**src/rtl/scmp_bus_pkg.sv**
```systemverilog
// Shared types and helpers for the SC/MP external-bus controller.
package scmp_bus_pkg;

  typedef enum logic [2:0] {
    IDLE,
    ADDR,
    WAIT,
    XFER,
    CAPT,
    DONE
  } bus_state_t;

  // Bit positions of the status flags inside the latched flags nibble ({H,D,I,R}).
  localparam int FLAG_R = 0;
  localparam int FLAG_I = 1;
  localparam int FLAG_D = 2;
  localparam int FLAG_H = 3;

  // Widest wait-state table the helper accepts (RSEL_W up to 4).
  localparam int MAX_REG = 16;

  // Pick the 4-bit wait-state count of one region out of a packed table.
  function automatic logic [3:0] wait_of(input logic [4*MAX_REG-1:0] waits,
                                         input logic [3:0]           region);
    return waits[4*region +: 4];
  endfunction

endpackage

```
**src/rtl/scmp_bus_rdmux.sv**
```systemverilog
// N_REG-way byte-slice multiplexer selecting one region's read data.
module scmp_bus_rdmux #(
  parameter int RSEL_W = 1
) (
  input  logic [8*(2**RSEL_W)-1:0] rdata_i,
  input  logic [RSEL_W-1:0]        sel_i,
  output logic [7:0]               data_o
);

  localparam int N_REG = 2**RSEL_W;

  logic [7:0] slice [N_REG];

  // Split the packed bus into per-region bytes, region 0 in the LSBs.
  for (genvar gi = 0; gi < N_REG; gi++) begin : g_slice
    assign slice[gi] = rdata_i[8*gi +: 8];
  end

  assign data_o = slice[sel_i];

endmodule

```
**src/rtl/scmp_bus_ctrl.sv**
```systemverilog
// SC/MP external-bus controller: bank/flag latch at ADS, region decode,
// per-region wait states via hold_n, registered read data, sticky error.
module scmp_bus_ctrl
  import scmp_bus_pkg::*;
#(
  parameter int                        ADDR_W   = 12,
  parameter int                        BANK_W   = 4,
  parameter int                        RSEL_W   = 1,
  parameter logic [4*(2**RSEL_W)-1:0]  WAIT_CYC = '0,
  parameter logic [(2**RSEL_W)-1:0]    RO_MASK  = {{((2**RSEL_W)-1){1'b0}}, 1'b1}
) (
  input  logic                       clk,
  input  logic                       rst,
  input  logic                       ads_n,
  input  logic                       rd_n,
  input  logic                       wr_n,
  input  logic [ADDR_W-1:0]          cpu_addr,
  input  logic [7:0]                 cpu_do,
  output logic [7:0]                 cpu_di,
  output logic                       hold_n,
  output logic [BANK_W+ADDR_W-1:0]   mem_addr,
  output logic [7:0]                 mem_wdata,
  output logic [(2**RSEL_W)-1:0]     mem_re,
  output logic [(2**RSEL_W)-1:0]     mem_we,
  input  logic [8*(2**RSEL_W)-1:0]   mem_rdata,
  output logic [3:0]                 flags,
  output logic                       err,
  input  logic                       err_clr
);

  localparam int                  N_REG    = 2**RSEL_W;
  localparam logic [N_REG-1:0]    ONE      = N_REG'(1);
  localparam logic [4*MAX_REG-1:0] WAIT_EXT = (4*MAX_REG)'(WAIT_CYC);

  bus_state_t          state_q, state_d;
  logic [3:0]          cnt_q, cnt_d;
  logic [BANK_W-1:0]   bank_q, bank_d;
  logic [3:0]          flags_q, flags_d;
  logic                is_wr_q, is_wr_d;
  logic [7:0]          cpu_di_q, cpu_di_d;
  logic                err_q, err_d;
  logic                err_set;
  logic [N_REG-1:0]    re_c, we_c;

  logic [RSEL_W-1:0]   region;
  logic [3:0]          wait_sel;
  logic [7:0]          rd_slice;

  assign region   = bank_q[RSEL_W-1:0];
  assign wait_sel = wait_of(WAIT_EXT, 4'(region));

  scmp_bus_rdmux #(
    .RSEL_W (RSEL_W)
  ) u_rdmux (
    .rdata_i (mem_rdata),
    .sel_i   (region),
    .data_o  (rd_slice)
  );

  // Next-state, strobe pulses and error detection; ADS outside IDLE aborts.
  always_comb begin
    state_d  = state_q;
    cnt_d    = cnt_q;
    bank_d   = bank_q;
    flags_d  = flags_q;
    is_wr_d  = is_wr_q;
    cpu_di_d = cpu_di_q;
    err_set  = 1'b0;
    re_c     = '0;
    we_c     = '0;

    if (!ads_n) begin
      bank_d  = cpu_do[BANK_W-1:0];
      flags_d = cpu_do[7:4];
      state_d = ADDR;
      if (state_q != IDLE) begin
        err_set  = 1'b1;
        cpu_di_d = 8'hFF;
      end
    end else begin
      case (state_q)
        IDLE: ;
        ADDR: begin
          if (!rd_n || !wr_n) begin
            // A simultaneous read and write strobe is treated as a write.
            is_wr_d = !wr_n;
            cnt_d   = wait_sel;
            state_d = (wait_sel != 4'd0) ? WAIT : XFER;
            if (!rd_n && !wr_n) err_set = 1'b1;
          end
        end
        WAIT: begin
          cnt_d = cnt_q - 4'd1;
          if (cnt_q == 4'd1) state_d = XFER;
        end
        XFER: begin
          if (is_wr_q) begin
            if (RO_MASK[region]) err_set = 1'b1;
            else                 we_c    = ONE << region;
            state_d = DONE;
          end else begin
            re_c    = ONE << region;
            state_d = CAPT;
          end
        end
        CAPT: begin
          cpu_di_d = rd_slice;
          state_d  = DONE;
        end
        DONE: begin
          if (rd_n && wr_n) begin
            cpu_di_d = 8'hFF;
            state_d  = IDLE;
          end
        end
        default: state_d = IDLE;
      endcase
    end

    // A new error wins over a clear arriving in the same cycle.
    if (err_set)      err_d = 1'b1;
    else if (err_clr) err_d = 1'b0;
    else              err_d = err_q;
  end

  // State and datapath registers with synchronous reset.
  always_ff @(posedge clk) begin
    if (rst) begin
      state_q  <= IDLE;
      cnt_q    <= 4'd0;
      bank_q   <= '0;
      flags_q  <= 4'd0;
      is_wr_q  <= 1'b0;
      cpu_di_q <= 8'hFF;
      err_q    <= 1'b0;
    end else begin
      state_q  <= state_d;
      cnt_q    <= cnt_d;
      bank_q   <= bank_d;
      flags_q  <= flags_d;
      is_wr_q  <= is_wr_d;
      cpu_di_q <= cpu_di_d;
      err_q    <= err_d;
    end
  end

  assign hold_n    = !(state_q inside {WAIT, XFER, CAPT});
  assign mem_re    = re_c;
  assign mem_we    = we_c;
  assign mem_wdata = cpu_do;
  assign mem_addr  = {bank_q, cpu_addr};
  assign cpu_di    = cpu_di_q;
  assign flags     = flags_q;
  assign err       = err_q;

endmodule

```
**config.mk**
```make
export PLATFORM = sky130hd
export DESIGN_NAME = scmp_bus_ctrl
export DESIGN_NICKNAME = d
export VERILOG_FILES = /design/src/rtl/scmp_bus_pkg.sv /design/src/rtl/scmp_bus_rdmux.sv /design/src/rtl/scmp_bus_ctrl.sv
export SDC_FILE = /design/constraint.sdc
export NUM_CORES = 1
export LEC_CHECK = 0
export CAP_MARGIN = 15
export CORE_MARGIN = 2
export CORE_UTILIZATION = 40
export CTS_BUF_LIST = sky130_fd_sc_hd__clkbuf_8 sky130_fd_sc_hd__clkbuf_16
export DETAILED_ROUTE_END_ITERATION = 16
export GPL_TIMING_DRIVEN = 0
export PLACE_DENSITY_LB_ADDON = 0.1
export SYNTH_ARGS = -nofsm -noshare
export SYNTH_HDL_FRONTEND = slang
export SYNTH_HIERARCHICAL = 1
export SYNTH_SLANG_ARGS = --single-unit
```
**constraint.sdc**
```tcl
create_clock -name clk -period 4.1 [get_ports clk]
set_clock_uncertainty 0.05 [all_clocks]
set_input_delay 0.615 -clock clk [delete_from_list [all_inputs] [get_ports clk]]
set_output_delay 0.615 -clock clk [all_outputs]
set_load 0.01 [all_outputs]
```
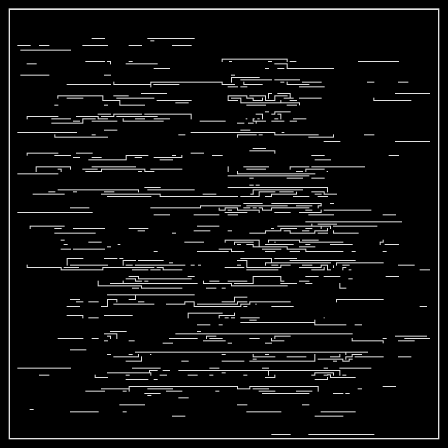
layer_met1.png
- share of all routed wire: 42%
- longest straight run: 34.5 um
Vias: 1412
grt met1 use: 0.213
Routed Wire Length: 3.62 mm

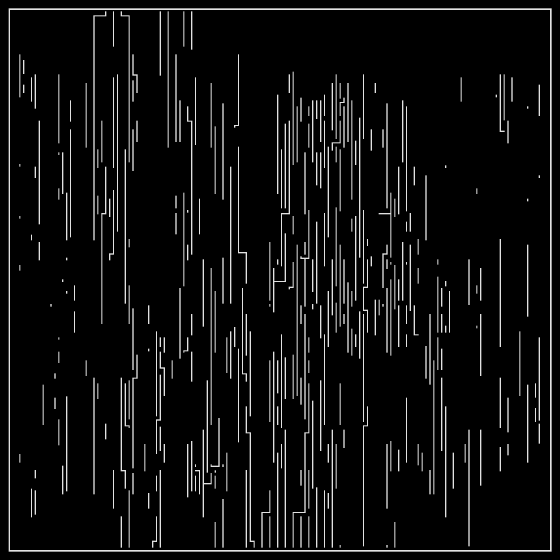
layer_met2.png
- nets with wire on the layer: 248
- share of all routed wire: 48%
GR Util met2: 0.322

==> flow_summary.json <==
{
  "outcome": "completed",
  "synthCells": 167,
  "r2r-start": "state_q[0]$_SDFFE_PP0P_",
  "final_layout_top_logic_cells": "69 x clkdlybuf4s50_1, 25 x dfxtp_1, 21 x buf_4",
  "via_per_inst": 4.94,
  "worst_hold_slack_ps": 444,
  "setup_viol": 0,
  "layout.cells.most_common": "clkdlybuf4s50_1",
  "worst-path-max-fanout": 10,
  "grt_first_pass_wirelength_mm": 6.06,
  "yosys_area_um2": 1420,
  "grt_pass1_vias": 1437,
  "critPathMaxStageDelay_ps": 580,
  "dieArea_um2": 4040,
  "netSwitchingFraction": 0.262,
  "maxSlewHeadroom": 0.543,
  "min-delay-start": "cnt_q[1]$_SDFFE_PP0P_",
  "path_clk_slew_ps": 90,
  "combPwrFrac": 0.280,
  "cp_slowest_cell": "clkdlybuf4s50_1",
  "tns_ps": 0,
  "grt_max_degree": 16,
  "post-cts-setup-buffer-count": 0,
  "ioPinCount": 84,
  "cts_max_level": 1,
  "rows": 21,
  "ys_ff": 25,
  "area_delta_synth_final_pct": 56.1,
  "holdCritPathClass": "flop to flop",
  "floorplan.nets": 211,
  "drc": 0,
  "postLayoutCoreUtil": 0.659,
  "place_congestion": 0.842,
  "synthDominantCellAreaShare": 0.352,
  "worstSetupPathType": "input pin to output port",
  "port_buffers": 69,
  "antenna_found_initial": 0,
  "ys_warn_count": 6,
  "ctsResizeCount": 0,
  "arrival_ps": 2690
}
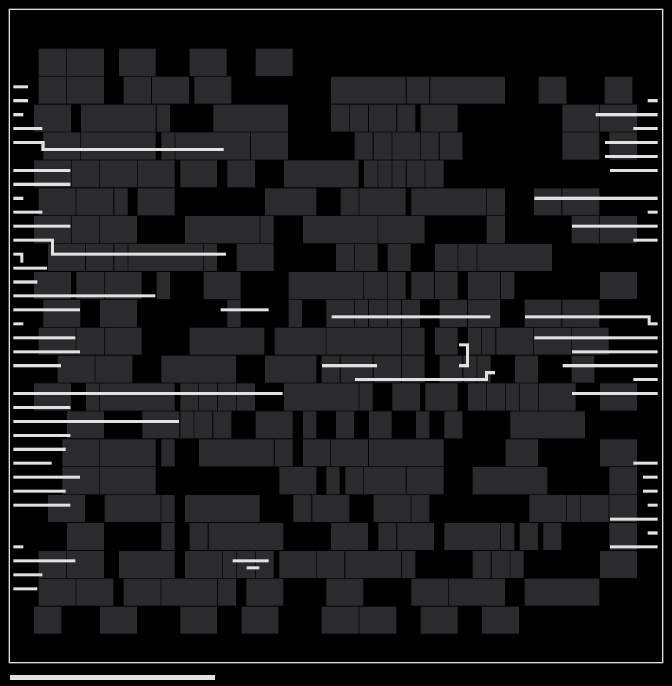
layer_met3.png
Scale bar: 20 um.
- wire length on this layer: 357 um
- main direction: horizontal
- nets with wire on the layer: 62
met3 usage: 0.0554

## logic make-up (layout without fill, tap and decap cells)
logic type / count (synthesis) / in the layout / share of synthesized area
flip-flops: 25 / 25 / 0.352
multiplexers: 16 / 16 / 0.141
AND-OR/OR-AND: 30 / 30 / 0.122
buffers and inverters: 33 / 106 / 0.152
other: 1 / 1 / 0.00264
XOR/XNOR: 1 / 1 / 0.00617
AND/OR/NAND/NOR: 59 / 59 / 0.206
adder cells (fa/ha/maj): 2 / 2 / 0.0176
## sequential cells by signal (all words and copies together), names as in the netlist
register	flops
bank_q	4
cnt_q	4
cpu_di	8
err	1
flags	4
is_wr_q	1
state_q	3
## per-layer routing
| metal | GRT usage | up-vias | share of wire |
|---|---|---|---|
| li1 | - | 703 | - |
| met5 | 0 | - | 0 |
| met1 | 0.213 | 637 | 0.42 |
| met2 | 0.322 | 70 | 0.48 |
| met3 | 0.0554 | 2 | 0.098 |
| met4 | 0.0516 | 0 | 0.0041 |
## per-stage QoR
| step | cell area, um^2 | instances | total power, mW | setup WS [ps] |
|---|---|---|---|---|
| floorplan | 1420 | 167 | 0.349 | 2040 |
| global placement | 2170 | 282 | 0.425 | 802 |
| detailed placement | 2170 | 282 | 0.429 | 763 |
| CTS | 2220 | 286 | 0.577 | 727 |
| global route | 2220 | 286 | 0.603 | 614 |
| finish | 2220 | 286 | 0.571 | 746 |
## Yosys cell counts
cell type,count
or3_1,2
o22ai_1,1
a311oi_1,2
nor4bb_1,1
a21oi_1,17
inv_1,3
nand3b_1,2
buf_2,4
a211oi_1,1
nor3_1,13
o21a_1,1
and3_1,2
clkbuf_1,3
nand3_1,2
buf_6,1
mux2_4,8
or4_1,1
dfxtp_1,25
nor4_1,1
ha_1,2
nor2_1,18
conb_1,1
a211o_1,1
xnor2_1,1
or2_2,1
nand2b_1,3
mux2i_1,8
buf_4,21
nand2_1,8
o32ai_1,1
nor2b_1,5
buf_1,1
a21boi_0,1
o21ai_0,5
## area by class of cell
cell class,count,share of cell area
clock inverter,1,0.00339
sequential,25,0.226
inverter,3,0.00508
clock buffer,3,0.0186
multi-input combinational,109,0.318
tap,46,0.0260
buffer,30,0.0920
timing repair buffer,69,0.312
## worst max path at each step
stage           from        end  slack (ps)  cells after the start
2_1_floorplan  ads_n  mem_re[1]        2040                      3
3_3_place_gp   ads_n  mem_re[1]         800                      5
3_5_place_dp   ads_n  mem_re[1]         760                      5
4_1_cts        ads_n  mem_re[1]         730                      5
5_1_grt        ads_n  mem_re[1]         610                      5
6_report       ads_n  mem_re[1]         750                      5
## power by group through the flow
stage	sequential, mW	clock (mW)	combinational (mW)
after global routing	0.265	0.164	0.173
final	0.263	0.148	0.160
after detailed placement	0.268	0	0.160
after floorplan	0.271	0	0.0784
after CTS	0.263	0.153	0.161
after global placement	0.268	0	0.157
## worst max-delay path: cells and delay by family
| family | cells | cell delay (ps) |
|---|---|---|
| simple gates | 2 | 360 |
| buf+inv | 3 | 1720 |
Power is estimated from default activity; no workload was simulated.
